`src/rtl/score_pkg.sv`:
```
// Shared types and helpers for the score sequencer: FSM state encoding and
// the counter-width function used to size the tick divider.
package score_pkg;

    typedef enum logic [1:0] {
        ST_IDLE  = 2'd0,
        ST_FETCH = 2'd1,
        ST_PLAY  = 2'd2,
        ST_GAP   = 2'd3
    } state_e;

    // Bits needed to count 0..value-1 (at least one bit).
    function automatic int clog2(input int value);
        int w;
        w = 1;
        while ((1 << w) < value) begin
            w++;
        end
        return w;
    endfunction

endpackage

```
`src/rtl/tick_divider.sv`:
```
// Free-running divider that emits a one-cycle tick every TICK_CYCLES cycles;
// clear forces the count back to zero, hold freezes it without ticking.
module tick_divider
    import score_pkg::*;
#(
    parameter int TICK_CYCLES = 735000
) (
    input  logic clk,
    input  logic rst,
    input  logic clear_i,
    input  logic hold_i,
    output logic tick_o
);

    localparam int CNT_W = clog2(TICK_CYCLES);
    localparam logic [CNT_W-1:0] CNT_LAST = CNT_W'(TICK_CYCLES - 1);

    logic [CNT_W-1:0] cnt_q, cnt_d;
    logic             at_last;

    assign at_last = (cnt_q == CNT_LAST);
    assign tick_o  = at_last && !hold_i && !clear_i;

    always_comb begin
        cnt_d = cnt_q;
        if (clear_i) begin
            cnt_d = '0;
        end else if (!hold_i) begin
            cnt_d = at_last ? '0 : cnt_q + CNT_W'(1);
        end
    end

    always_ff @(posedge clk) begin
        if (!rst) begin
            cnt_q <= '0;
        end else begin
            cnt_q <= cnt_d;
        end
    end

endmodule

```
`src/rtl/score_sequencer.sv`:
```
// Steps through a score ROM note by note: fetch {dur,tone}, play the tone for
// its duration minus an articulation gap, then advance, wrap or finish.
module score_sequencer
    import score_pkg::*;
#(
    parameter int TICK_CYCLES = 735000,
    parameter int ADDR_W      = 10,
    parameter int ADDR_MAX    = 610,
    parameter int DUR_W       = 7,
    parameter int TONE_W      = 7,
    parameter int GAP_TICKS   = 1,
    parameter int ROM_LAT     = 1
) (
    input  logic              clk,
    input  logic              rst,
    input  logic              start,
    input  logic              stop,
    input  logic              pause,
    input  logic              loop_en,
    input  logic [ADDR_W-1:0] start_addr,
    output logic [ADDR_W-1:0] addr,
    input  logic [DUR_W-1:0]  rom_dur,
    input  logic [TONE_W-1:0] rom_tone,
    output logic [TONE_W-1:0] tone,
    output logic              busy,
    output logic              note_strobe,
    output logic              done
);

    localparam logic [DUR_W:0]    GAP_W      = (DUR_W + 1)'(GAP_TICKS);
    localparam logic [1:0]        FETCH_LAST = 2'(ROM_LAT);
    localparam logic [ADDR_W-1:0] ADDR_LAST  = ADDR_W'(ADDR_MAX);

    state_e              state_q, state_d;
    logic [ADDR_W-1:0]   addr_q, addr_d;
    logic [TONE_W-1:0]   tone_q, tone_d;
    logic                strobe_q, strobe_d;
    logic                done_q, done_d;
    logic [DUR_W-1:0]    dur_q, dur_d;
    logic [TONE_W-1:0]   note_tone_q, note_tone_d;
    logic [DUR_W:0]      elapsed_q, elapsed_d;
    logic [1:0]          fetch_q, fetch_d;

    logic                tick;
    logic                tick_clear;
    logic                note_end;
    logic                has_gap;
    logic [DUR_W:0]      total_ticks;
    logic [DUR_W:0]      play_ticks;
    logic [DUR_W:0]      elapsed_inc;

    // Counter is one bit wider than dur so dur = all-ones still yields dur+1.
    assign total_ticks = {1'b0, dur_q} + (DUR_W + 1)'(1);
    assign has_gap     = (GAP_TICKS > 0) && (total_ticks > GAP_W);
    assign play_ticks  = has_gap ? (total_ticks - GAP_W) : total_ticks;
    assign elapsed_inc = elapsed_q + (DUR_W + 1)'(1);
    assign tick_clear  = (state_q != ST_PLAY) && (state_q != ST_GAP);

    tick_divider #(
        .TICK_CYCLES(TICK_CYCLES)
    ) u_tick (
        .clk     (clk),
        .rst     (rst),
        .clear_i (tick_clear),
        .hold_i  (pause),
        .tick_o  (tick)
    );

    always_comb begin
        state_d     = state_q;
        addr_d      = addr_q;
        tone_d      = '0;
        strobe_d    = 1'b0;
        done_d      = 1'b0;
        dur_d       = dur_q;
        note_tone_d = note_tone_q;
        elapsed_d   = elapsed_q;
        fetch_d     = fetch_q;
        note_end    = 1'b0;

        if (stop) begin
            state_d = ST_IDLE;
            addr_d  = start_addr;
        end else begin
            case (state_q)
                ST_IDLE: begin
                    if (start) begin
                        addr_d  = start_addr;
                        fetch_d = '0;
                        state_d = ST_FETCH;
                    end
                end
                ST_FETCH: begin
                    if (fetch_q == FETCH_LAST) begin
                        dur_d       = rom_dur;
                        note_tone_d = rom_tone;
                        elapsed_d   = '0;
                        strobe_d    = 1'b1;
                        tone_d      = pause ? '0 : rom_tone;
                        state_d     = ST_PLAY;
                    end else begin
                        fetch_d = fetch_q + 2'd1;
                    end
                end
                ST_PLAY: begin
                    tone_d = pause ? '0 : note_tone_q;
                    if (tick) begin
                        elapsed_d = elapsed_inc;
                        if (elapsed_inc == play_ticks) begin
                            tone_d = '0;
                            if (has_gap) begin
                                state_d = ST_GAP;
                            end else begin
                                note_end = 1'b1;
                            end
                        end
                    end
                end
                ST_GAP: begin
                    if (tick) begin
                        elapsed_d = elapsed_inc;
                        note_end  = (elapsed_inc == total_ticks);
                    end
                end
                default: state_d = ST_IDLE;
            endcase

            if (note_end) begin
                fetch_d = '0;
                if (addr_q < ADDR_LAST) begin
                    addr_d  = addr_q + ADDR_W'(1);
                    state_d = ST_FETCH;
                end else if (loop_en) begin
                    addr_d  = start_addr;
                    state_d = ST_FETCH;
                end else begin
                    done_d  = 1'b1;
                    state_d = ST_IDLE;
                end
            end
        end
    end

    always_ff @(posedge clk) begin
        if (!rst) begin
            state_q     <= ST_IDLE;
            addr_q      <= '0;
            tone_q      <= '0;
            strobe_q    <= 1'b0;
            done_q      <= 1'b0;
            dur_q       <= '0;
            note_tone_q <= '0;
            elapsed_q   <= '0;
            fetch_q     <= '0;
        end else begin
            state_q     <= state_d;
            addr_q      <= addr_d;
            tone_q      <= tone_d;
            strobe_q    <= strobe_d;
            done_q      <= done_d;
            dur_q       <= dur_d;
            note_tone_q <= note_tone_d;
            elapsed_q   <= elapsed_d;
            fetch_q     <= fetch_d;
        end
    end

    assign addr        = addr_q;
    assign tone        = tone_q;
    assign busy        = (state_q != ST_IDLE);
    assign note_strobe = strobe_q;
    assign done        = done_q;

endmodule

```
`config.mk`:
```
export PLATFORM = sky130hd
export DESIGN_NAME = score_sequencer
export DESIGN_NICKNAME = d
export VERILOG_FILES = /design/src/rtl/score_pkg.sv /design/src/rtl/tick_divider.sv /design/src/rtl/score_sequencer.sv
export SDC_FILE = /design/constraint.sdc
export NUM_CORES = 1
export LEC_CHECK = 0
export CORE_ASPECT_RATIO = 1.5
export CORE_MARGIN = 10
export CORE_UTILIZATION = 56
export CTS_CLUSTER_DIAMETER = 60
export CTS_CLUSTER_SIZE = 30
export DETAILED_ROUTE_END_ITERATION = 10
export GPL_ROUTABILITY_DRIVEN = 0
export MAX_ROUTING_LAYER = met4
export PLACE_DENSITY = 0.8
export SETUP_SLACK_MARGIN = 0.1
export SLEW_MARGIN = 25
export SYNTH_ARGS = -nofsm -noshare
export SYNTH_HDL_FRONTEND = slang
export SYNTH_SLANG_ARGS = --single-unit
```
`constraint.sdc`:
```
create_clock -name clk -period 3.6 [get_ports clk]
set_clock_uncertainty 0.2 [all_clocks]
set_input_delay 0.72 -clock clk [delete_from_list [all_inputs] [get_ports clk]]
set_output_delay 0.72 -clock clk [all_outputs]
set_load 0.02 [all_outputs]
```
cell_density.png
(3 px per um) 9 x 13 tiles, from dark blue (low) to red (high), 0 to 100% covered.
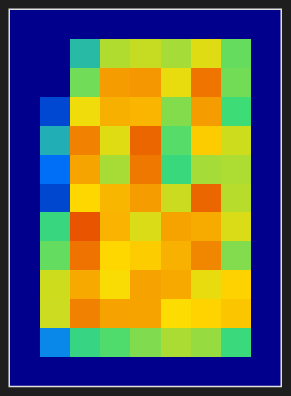
- fullest tile: 90%
- tiles over 75% full: 28%
- mean over tiles: 44%
- emptiest ninth of the die: north-west
- densest ninth of the die: centre

placement.png
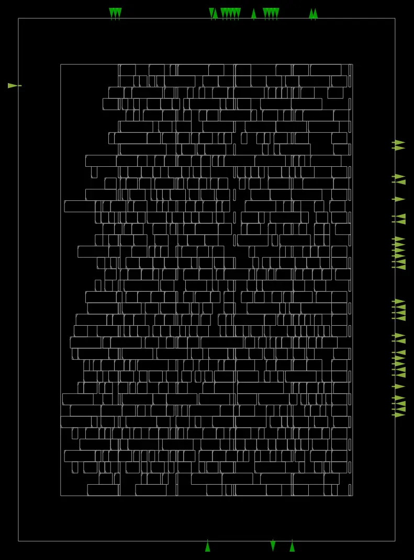
CORE AREA: 7227 um2
tap cell count: 100
final sequential cell count: 65

==> run notes <==
The flow ran to the end, and the final reports show no timing, DRC or antenna violations. The post-synthesis share of cell area spent on full adders, half adders and majority gates was 0.03629; the via count of the first global-routing pass was 4152. met2 is the most crowded layer. The most frequently used library cell after synthesis is nand2_1. Once iteration 0 of detailed routing completed, the report listed 172 DRC markers. Per the timing report, the biggest fanout along the worst path comes to 18.

Measured along the y axis, the die boundary spans 125.3 um. In this run, synthesis produced a sequential element count of 65. Following the worst setup path forward leads to its endpoint at addr[8]. STA classifies the critical path endpoint as a flop. TritonCTS built the clock tree. The worst hold-check path type is reg2reg.

The portion of the layout cell area used by non-clock buffers came out at 0.1320. For the combinational group, total power comes out at 0.209 mW. The final-layout clock-cell area share was 0.04154; the clock sink count was 65. Wire segments on met3 add up to 465 um in the final route.

The first global-routing pass estimated 19020 um of wire. The worst setup path is launched from a flop. For the pin with the worst max-slew slack, the measured transition is 0.6063 ns.

The launch point of the worst min-delay path is recorded as note_tone_q[0]. Power density normalized to cell area: 320.4 nW/um2. Per the synthesis report, the dominant area consumer among library cells is dfxtp_1. The tools report the startpoint of the most critical setup path as elapsed_q[1]. The flip-flop count of the largest register, all copies and words added was 20. The HPWL after detailed placement is 8509 um. The overall overflow remaining after global route came out at 0. The area added between synthesis and finish is 22.29%. In this run the count of I/O pins placed on the die edge is 50.

The run gives 11 for the layout inverter count without the clock tree. With the area fraction of the dominant cell type after synthesis at 0.3145, the leakage power is 1.836 nW. Buffer-and-inverter tally for the worst setup path: 1. The portion of netlist area occupied by mux cells is 0.03417.

The Yosys step of the flow raised 0 warnings. The synthesis run shows the most used standard cells to be nand2_1, nor2_1, dfxtp_1. With the setup slack of the most critical reg-to-reg path at 0.20 ns, the row count is 38.

In this run the top signal layer used is met4. The script logs the mean routed wire length per placed instance as 16.04 um. The run gives 0 ns for the total negative setup slack. After synthesis, the netlist uses 66 different library cells. The max-cap check violation count was 0. The number of cell instances on the worst register-to-register path was 11. The post-detailed-placement cell area is 4825 um2, and the post-cts hold-fix buffer tally is 0. With the share of the clock period used by the worst path after layout at 0.9455, the combinational gate count is 433.

For the completed layout, the total cell area is recorded as 5060 um2. Setup repair after global routing could not meet its margin everywhere. The power report lists the sequential group at 0.748 mW. Looking at the clock tree report, the maximum root-to-sink buffer count equals 2. The final core area utilization is 0.7001. Largest non-sequential cell family by area: simple AND/OR/NAND/NOR gates. After detailed routing, the wire length on met1 is 4378 um. For this design, Yosys synthesis ends with a cell count of 528. By instance count after routing, the leading logic cell types are nand2_1, nor2_1, dfxtp_1.

For the total vias in the final route, the log shows 4165. On the worst setup and hold paths after CTS, the clock-pin slew comes to 0.07 ns. Across all hold checks on the routed design, the worst slack comes to 0.2554 ns.

The tools report the total area of sequential cells as 1304 um2. The maximum clock frequency came out at 293.8 MHz. The CTS report gives the tree buffer count as 9. The horizontal die dimension reported for this design is 90.19 um. Post-route minimum period: 3.404 ns.

Per the placement log, port buffering inserted 49 buffers. In this design, the stage delay of the slowest critical-path cell is 0.49 ns. The worst hold path cell count is 2. The global-route met3 utilization is 0.04072. The register share of the cell area is 0.2577. The average cell area after synthesis was 7.837 um2. The critical path runs through a total of 11 cells. The detail-routed via count per cell was 5.984; the number of hold-slack violations in the final timing report was 0. The synthesized net count was 570. After floorplanning, the die was sized to cover 11300 um2.

Once detail routing completed, the nets flagged for antenna violations numbered 0. For the sequential-to-total area share from yosys stat, the log shows 0.3145. Before any placement, the netlist area is recorded as 4138 um2.

The run gives 0.462 for the share of power burned in registers. The logic gate fraction of the total cell area is 0.5359. The run gives 0.3658 for the met2 routing resource usage after global routing. The async set or reset register ratio after synthesis was 0. The tools report the insertion delay at the late pin of the worst-skew pair as 0.35 ns. The critical path's slowest stage uses the library cell or4_4. Iteration count of the initial detailed-routing pass: 5.

The tools report the DRC violation count after routing as 0. The headroom to the max-slew limit came out at 0.5947. The part of the power in the clock network is 0.410. The final standard cell count with taps included and fillers excluded was 696. The floorplan utilization is 0.5725. The multi-input combinational cells in the finished layout cover a total of 2711 um2. In the power breakdown, the biggest contributor is registers.

The most frequent standard cell in the layout excluding fill and tap cells is nand2_1. The run gives 0.2493 for the switching power share of the total. The simple-gate share of the synthesized area was 0.3084; the area of the synthesized netlist per yosys stat was 4138 um2. The most used flip-flop cell is dfxtp_1. The wire length recorded after detailed routing is 11160 um. The register bank with the most flops is u_tick.cnt_q.

For the largest voltage drop on the vdd net, the log shows 0.0003356 V. After filler insertion, the fill cell instance count of the layout stands at 639. The largest net degree at the start of global routing is 31. The number of antenna violations at the first check in global routing came out at 0. The sum of met2 wire segment lengths after detailed routing was 5970 um. The power consumption is 1.621 mW, and the final number of setup-violating endpoints is 0. The combinational cell fraction of total power is 0.129, and the number of gates resized after CTS is 2. The critical path goes through ha_1 > nand3_2 > o21a_1 > or4_4 > and2_4 > a2bb2oi_2 > o41ai_4 > buf_12 > mux2i_1 > o32ai_1 > a211oi_1.

The CTS H-tree depth was 3. In the final layout, the clock buffer count is 10. In this run the tools logged warnings totalling 33. In this design, the largest share of critical-path delay is due to AND-OR/OR-AND gates.

The internal power of the cells totals 1.217 mW. Looking at the clock tree report, the root buffer type is clkbuf_8. OpenSTA, run right after detailed placement, puts the worst setup slack at 0.08519 ns. The post-synthesis xor/xnor area fraction was 0.09011. The run gives 0 for the max-slew violation count. The buffer count excluding the clock tree in the final layout was 71; the met1 usage in global routing was 0.2005. The area share of and-or/or-and cells after synthesis was 0.1845. For the net count reported at finish, the log shows 633.

Data on the critical path is required at its endpoint by 3.66 ns. Per the post-synthesis report, the number of cells in the design is 528. Summed over all nets, the switching power comes to 0.4042 mW. In this run the critical register-to-register path is launched from elapsed_q[1].

In the final design, more cell area goes to logic gates than to any other class. The run gives 0.2017 for the aggregate global-route resource usage.
Power is estimated from default activity; no workload was simulated.
